==> images/final_congestion.png <==
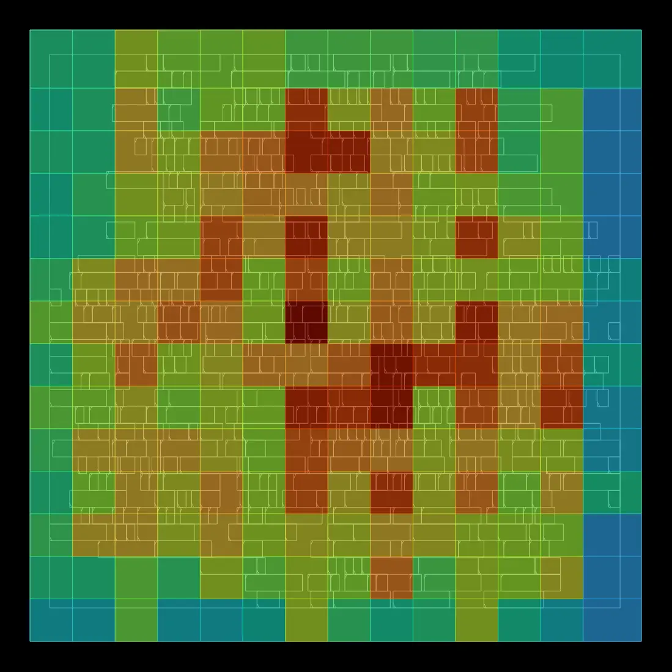
==> images/gate_families.png <==
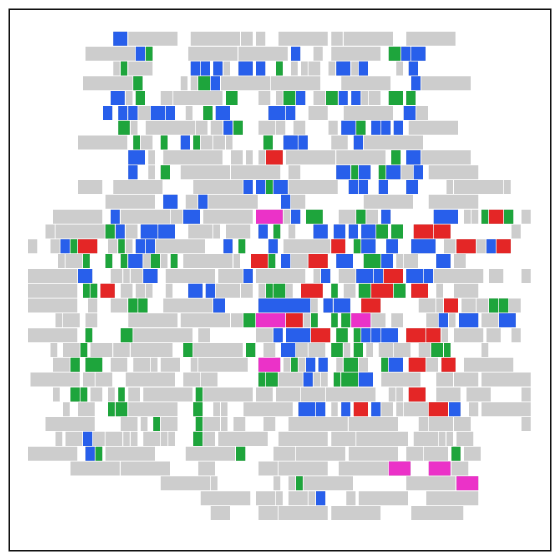
--- config.mk ---
export PLATFORM = sky130hd
export DESIGN_NAME = meter_session_ctrl_flat
export DESIGN_NICKNAME = d
export VERILOG_FILES = /design/src/rtl/meter_pkg.sv /design/src/rtl/meter_session_ctrl_if.sv /design/src/rtl/edge_sync.sv /design/src/rtl/meter_session_ctrl.sv /design/src/flat_wrapper.sv
export SDC_FILE = /design/constraint.sdc
export NUM_CORES = 1
export LEC_CHECK = 0
export CORE_MARGIN = 3
export CORE_UTILIZATION = 55
export CTS_BUF_LIST = sky130_fd_sc_hd__clkbuf_16
export DETAILED_ROUTE_END_ITERATION = 10
export GPL_ROUTABILITY_DRIVEN = 0
export PLACE_DENSITY = 0.8
export SLEW_MARGIN = 40
export SYNTH_ARGS = -nofsm -noshare
export SYNTH_HDL_FRONTEND = slang
export SYNTH_HIERARCHICAL = 1
export SYNTH_SLANG_ARGS = --single-unit
--- constraint.sdc ---
create_clock -name clk -period 5.25 [get_ports clk]
set_input_delay 0.525 -clock clk [delete_from_list [all_inputs] [get_ports clk]]
set_output_delay 0.525 -clock clk [all_outputs]
set_load 0.1 [all_outputs]
--- src/rtl/meter_pkg.sv ---
// Shared types and credit arithmetic for the parking-meter session controller.
package meter_pkg;

    typedef enum logic [1:0] {
        IDLE    = 2'd0,
        FUND    = 2'd1,
        RUN     = 2'd2,
        EXPIRED = 2'd3
    } meter_state_t;

    localparam int CREDIT_W = 8;
    localparam int CALC_W   = CREDIT_W + 1;

    function automatic logic [CALC_W-1:0] sat_add(
        input logic [CALC_W-1:0] credit,
        input logic [CALC_W-1:0] delta,
        input logic [CALC_W-1:0] lim
    );
        logic [CALC_W:0] sum;
        sum = {1'b0, credit} + {1'b0, delta};
        if (sum > {1'b0, lim}) begin
            return lim;
        end
        return sum[CALC_W-1:0];
    endfunction

endpackage

--- src/rtl/meter_session_ctrl_if.sv ---
// Switch inputs and display/status outputs of the meter session controller.
interface meter_session_ctrl_if;
    import meter_pkg::*;

    logic [2:0]          sw_coin;
    logic                sw_start;
    logic [CREDIT_W-1:0] time_val;
    logic [1:0]          state_o;
    logic                running;
    logic                expired;
    logic                blank;

    modport master (
        output sw_coin, sw_start,
        input  time_val, state_o, running, expired, blank
    );

    modport slave (
        input  sw_coin, sw_start,
        output time_val, state_o, running, expired, blank
    );
endinterface

--- src/rtl/edge_sync.sv ---
// 2-flop synchroniser per bit plus rising-edge detect on the synchronised level.
// Rise is a one-cycle pulse while the synchronised level is newly high.
module edge_sync #(
    parameter int W = 1
) (
    input  logic         clk,
    input  logic         rst,
    input  logic [W-1:0] din_i,
    output logic [W-1:0] lvl_o,
    output logic [W-1:0] rise_o
);
    logic [W-1:0] meta_q;
    logic [W-1:0] sync_q;
    logic [W-1:0] prev_q;
    logic [1:0]   settle_q;

    // prev_q starts all-ones and only tracks sync_q once the reset zeros have
    // flushed out, so a switch held high through reset needs a low first.
    always_ff @(posedge clk or posedge rst) begin
        if (rst) begin
            meta_q   <= '0;
            sync_q   <= '0;
            prev_q   <= '1;
            settle_q <= '0;
        end else begin
            meta_q   <= din_i;
            sync_q   <= meta_q;
            settle_q <= {settle_q[0], 1'b1};
            if (settle_q[1]) begin
                prev_q <= sync_q;
            end
        end
    end

    assign lvl_o  = sync_q;
    assign rise_o = sync_q & ~prev_q;
endmodule

--- src/rtl/meter_session_ctrl.sv ---
// Parking-meter session FSM: sole owner of the seconds credit, countdown and expiry flash.
// Coin events reach time_val 3 cycles after the raw switch edge; all outputs come from registers.
module meter_session_ctrl
    import meter_pkg::*;
#(
    parameter int CLK_HZ    = 50_000_000,
    parameter int TICK_DIV  = CLK_HZ,
    parameter int BLINK_DIV = CLK_HZ / 2,
    parameter int COIN0_SEC = 5,
    parameter int COIN1_SEC = 10,
    parameter int COIN2_SEC = 25,
    parameter int MAX_SEC   = 99
) (
    input logic                 clk,
    input logic                 reset,
    meter_session_ctrl_if.slave bus
);
    localparam int TICK_W  = (TICK_DIV > 1) ? $clog2(TICK_DIV) : 1;
    localparam int BLINK_W = (BLINK_DIV > 1) ? $clog2(BLINK_DIV) : 1;
    localparam logic [TICK_W-1:0]  TICK_LAST  = TICK_W'(TICK_DIV - 1);
    localparam logic [BLINK_W-1:0] BLINK_LAST = BLINK_W'(BLINK_DIV - 1);
    localparam logic [CALC_W-1:0]  MAX_C      = CALC_W'(MAX_SEC);

    logic [3:0] sync_lvl;
    logic [3:0] sync_rise;
    logic [2:0] coin_rise;
    logic       coin_any;
    logic       start_lvl;
    logic       unused_sync;

    edge_sync #(.W(4)) u_edge_sync (
        .clk    (clk),
        .rst    (reset),
        .din_i  ({bus.sw_start, bus.sw_coin}),
        .lvl_o  (sync_lvl),
        .rise_o (sync_rise)
    );

    assign coin_rise   = sync_rise[2:0];
    assign coin_any    = |coin_rise;
    assign start_lvl   = sync_lvl[3];
    assign unused_sync = &{1'b0, sync_lvl[2:0], sync_rise[3]};

    meter_state_t        state_q, state_d;
    logic [CREDIT_W-1:0] time_q, time_d;
    logic [TICK_W-1:0]   presc_q, presc_d;
    logic [BLINK_W-1:0]  blink_q, blink_d;
    logic                blank_q, blank_d;

    logic [CALC_W-1:0] add_c;
    logic [CALC_W-1:0] fresh_c;
    logic [CALC_W-1:0] topup_c;
    logic [CALC_W-1:0] run_sum;
    logic [CALC_W-1:0] run_nxt;
    logic              tick;

    always_comb begin
        add_c = (coin_rise[0] ? CALC_W'(COIN0_SEC) : '0)
              + (coin_rise[1] ? CALC_W'(COIN1_SEC) : '0)
              + (coin_rise[2] ? CALC_W'(COIN2_SEC) : '0);
    end

    always_comb begin
        state_d = state_q;
        time_d  = time_q;
        presc_d = presc_q;
        blink_d = blink_q;
        blank_d = blank_q;
        tick    = 1'b0;
        run_sum = '0;
        run_nxt = '0;
        fresh_c = sat_add('0, add_c, MAX_C);
        topup_c = sat_add({1'b0, time_q}, add_c, MAX_C);

        case (state_q)
            IDLE: begin
                time_d = '0;
                if (coin_any) begin
                    state_d = FUND;
                    time_d  = CREDIT_W'(fresh_c);
                    presc_d = '0;
                end
            end
            FUND: begin
                // Prescaler is left alone here so a pause resumes mid-second.
                time_d = CREDIT_W'(topup_c);
                if (start_lvl) begin
                    state_d = RUN;
                end
            end
            RUN: begin
                tick    = (presc_q == TICK_LAST);
                presc_d = tick ? '0 : presc_q + TICK_W'(1);
                run_sum = {1'b0, time_q} + add_c;
                if (tick && run_sum != '0) begin
                    run_sum = run_sum - CALC_W'(1);
                end
                run_nxt = sat_add(run_sum, '0, MAX_C);
                time_d  = CREDIT_W'(run_nxt);
                if (run_nxt == '0) begin
                    state_d = EXPIRED;
                    blink_d = '0;
                    blank_d = 1'b0;
                end else if (!start_lvl) begin
                    state_d = FUND;
                end
            end
            EXPIRED: begin
                time_d = '0;
                if (blink_q == BLINK_LAST) begin
                    blink_d = '0;
                    blank_d = ~blank_q;
                end else begin
                    blink_d = blink_q + BLINK_W'(1);
                end
                if (coin_any) begin
                    state_d = FUND;
                    time_d  = CREDIT_W'(fresh_c);
                    presc_d = '0;
                    blink_d = '0;
                    blank_d = 1'b0;
                end
            end
        endcase
    end

    always_ff @(posedge clk or posedge reset) begin
        if (reset) begin
            state_q <= IDLE;
            time_q  <= '0;
            presc_q <= '0;
            blink_q <= '0;
            blank_q <= 1'b0;
        end else begin
            state_q <= state_d;
            time_q  <= time_d;
            presc_q <= presc_d;
            blink_q <= blink_d;
            blank_q <= blank_d;
        end
    end

    assign bus.time_val = time_q;
    assign bus.state_o  = state_q;
    assign bus.running  = (state_q == RUN);
    assign bus.expired  = (state_q == EXPIRED);
    assign bus.blank    = blank_q;
endmodule
--- src/flat_wrapper.sv ---
// flat-port wrapper written by rule: the top's interface ports become plain ports
module meter_session_ctrl_flat import meter_pkg::*;
#(
    parameter int CLK_HZ    = 50_000_000,
    parameter int TICK_DIV  = CLK_HZ,
    parameter int BLINK_DIV = CLK_HZ / 2,
    parameter int COIN0_SEC = 5,
    parameter int COIN1_SEC = 10,
    parameter int COIN2_SEC = 25,
    parameter int MAX_SEC   = 99
)
  (clk, reset, bus_sw_coin, bus_sw_start, bus_time_val, bus_state_o, bus_running, bus_expired, bus_blank);
  meter_session_ctrl_if bus_i ();
  input logic clk;
  input logic reset;
  input wire logic [$bits(bus_i.sw_coin)-1:0] bus_sw_coin;
  input wire logic [$bits(bus_i.sw_start)-1:0] bus_sw_start;
  output wire logic [$bits(bus_i.time_val)-1:0] bus_time_val;
  output wire logic [$bits(bus_i.state_o)-1:0] bus_state_o;
  output wire logic [$bits(bus_i.running)-1:0] bus_running;
  output wire logic [$bits(bus_i.expired)-1:0] bus_expired;
  output wire logic [$bits(bus_i.blank)-1:0] bus_blank;
  assign bus_i.sw_coin = bus_sw_coin;
  assign bus_i.sw_start = bus_sw_start;
  assign bus_time_val = bus_i.time_val;
  assign bus_state_o = bus_i.state_o;
  assign bus_running = bus_i.running;
  assign bus_expired = bus_i.expired;
  assign bus_blank = bus_i.blank;
  meter_session_ctrl #(.CLK_HZ(CLK_HZ), .TICK_DIV(TICK_DIV), .BLINK_DIV(BLINK_DIV), .COIN0_SEC(COIN0_SEC), .COIN1_SEC(COIN1_SEC), .COIN2_SEC(COIN2_SEC), .MAX_SEC(MAX_SEC)) u_core (.clk(clk), .reset(reset), .bus(bus_i));
endmodule
==> out/metrics.cfg <==
[run_status]
outcome = completed

[place]
place_area_um2 = 4954
portBuffers = 18
dpl.cell_count = 640

[clock_tree]
cts_inserted_buffers = 9
cts_buffer_depth = 2
cts_tree = yes
post_cts_buffers = 0
clkLatencyLatePin_ns = 0.33
clk_pin_slew_ns = 0.06
cts_root_buf = clkbuf_16
ctsResizeCount = 0
holdBufCountCts = 0

[power_and_ir_drop]
p_sw_mw = 1.300
power_mw = 2.874
comb-power_mw = 1.46
swShare_pct = 45.25
power.internal_mw = 1.574
p_leak_nw = 2.365
powerSeq_mw = 0.677

[critical_path]
required_ns = 5.47
crit_fanout = 24
crit_type = reg -> reg
worstPathArrival_ns = 5.04
reg2reg_to = u_core/blink_q[5]$_DFFE_PP0P_
critPathLaunch = u_core/u_edge_sync/lvl_o[0]$_DFF_PP0_
r2r-start = u_core/u_edge_sync/lvl_o[0]$_DFF_PP0_
reg2reg_depth = 16

[hold_path]
hold_depth = 0
min_to = u_core/u_edge_sync/settle_q[1]$_DFF_PP0_
min_from = u_core/u_edge_sync/settle_q[0]$_DFF_PP0_
hold_class = reg -> reg

[global_routing]
grt_max_degree = 63
grt_pass1_vias = 3925
gr-total-overflow = 0
grt-busiest-layer = met2
grt_pass1_wl_mm = 18.14

[final_timing]
worst_pin_slew_ns = 0.7319
relSlewSlack_pct = 51.15
setup_tns_ns = 0
setup_slack_ns = 0.4237
slew_viol_final = 0

[detailed_routing]
drtAntennaViolNets = 0
drt_iter0_drc = 320
wl_met3_um = 592
wl_per_cell_um = 15.66
top_layer_used = met4
wl_met1_mm = 4.747
drc = 0
wl_met2_mm = 4.773

[final_layout]
nets = 574
largest_reg_flops = 26
drive_above_1_share_pct = 10.67
final_util_pct = 64.47

[floorplan]
die_x_um = 99.14
fp.coreArea_um2 = 8299
dieArea_um2 = 9828
rows = 33
fp.dieH_um = 99.14
pin_count = 19

[synthesis]
syn_avg_cell_area_um2 = 8.968
synthesis.nets = 558
syn_inst = 532

Back to the opening pictures, final_congestion.png:
met1 GRT Util: 31.25%
GRT Util Overall: 22.42%

Back to the opening pictures, gate_families.png:
[blue] inverting AOI/OAI gates | cells: 117
[red] AND-OR and OR-AND gates | cells: 26
[magenta] multiplexers | cells: 7
[green] NAND gates | cells: 93
Commonest Layout Cell: dfrtp_1
Final Non-Filler Cells: 658
combinational share of cell area: 51.10%

==> layout make-up <==
class / count / area (um^2)
Tap cell: 105 / 131.4
Timing Repair Buffer: 24 / 163.9
Sequential cell: 75 / 1881
Clock inverter: 7 / 132.6
Multi-Input combinational cell: 416 / 2734
Fill cell: 670 / 2949
Clock buffer: 9 / 225.2
Inverter: 22 / 82.58
==> critical path: stages (launching register included) <==
cell and delay (ns):
dfrtp_1 0.35, nor2b_2 0.27, ha_1 0.24, ha_1 0.19, xor2_1 0.23, ha_1 0.33, o21a_1 0.23, a2111oi_1 0.47
nor3b_1 0.11, buf_4 0.20, and4_1 0.20, a211oi_1 0.35, o221ai_1 0.22, nor4b_4 0.32, mux2i_2 0.12, or2_2 0.49
o41ai_1 0.39
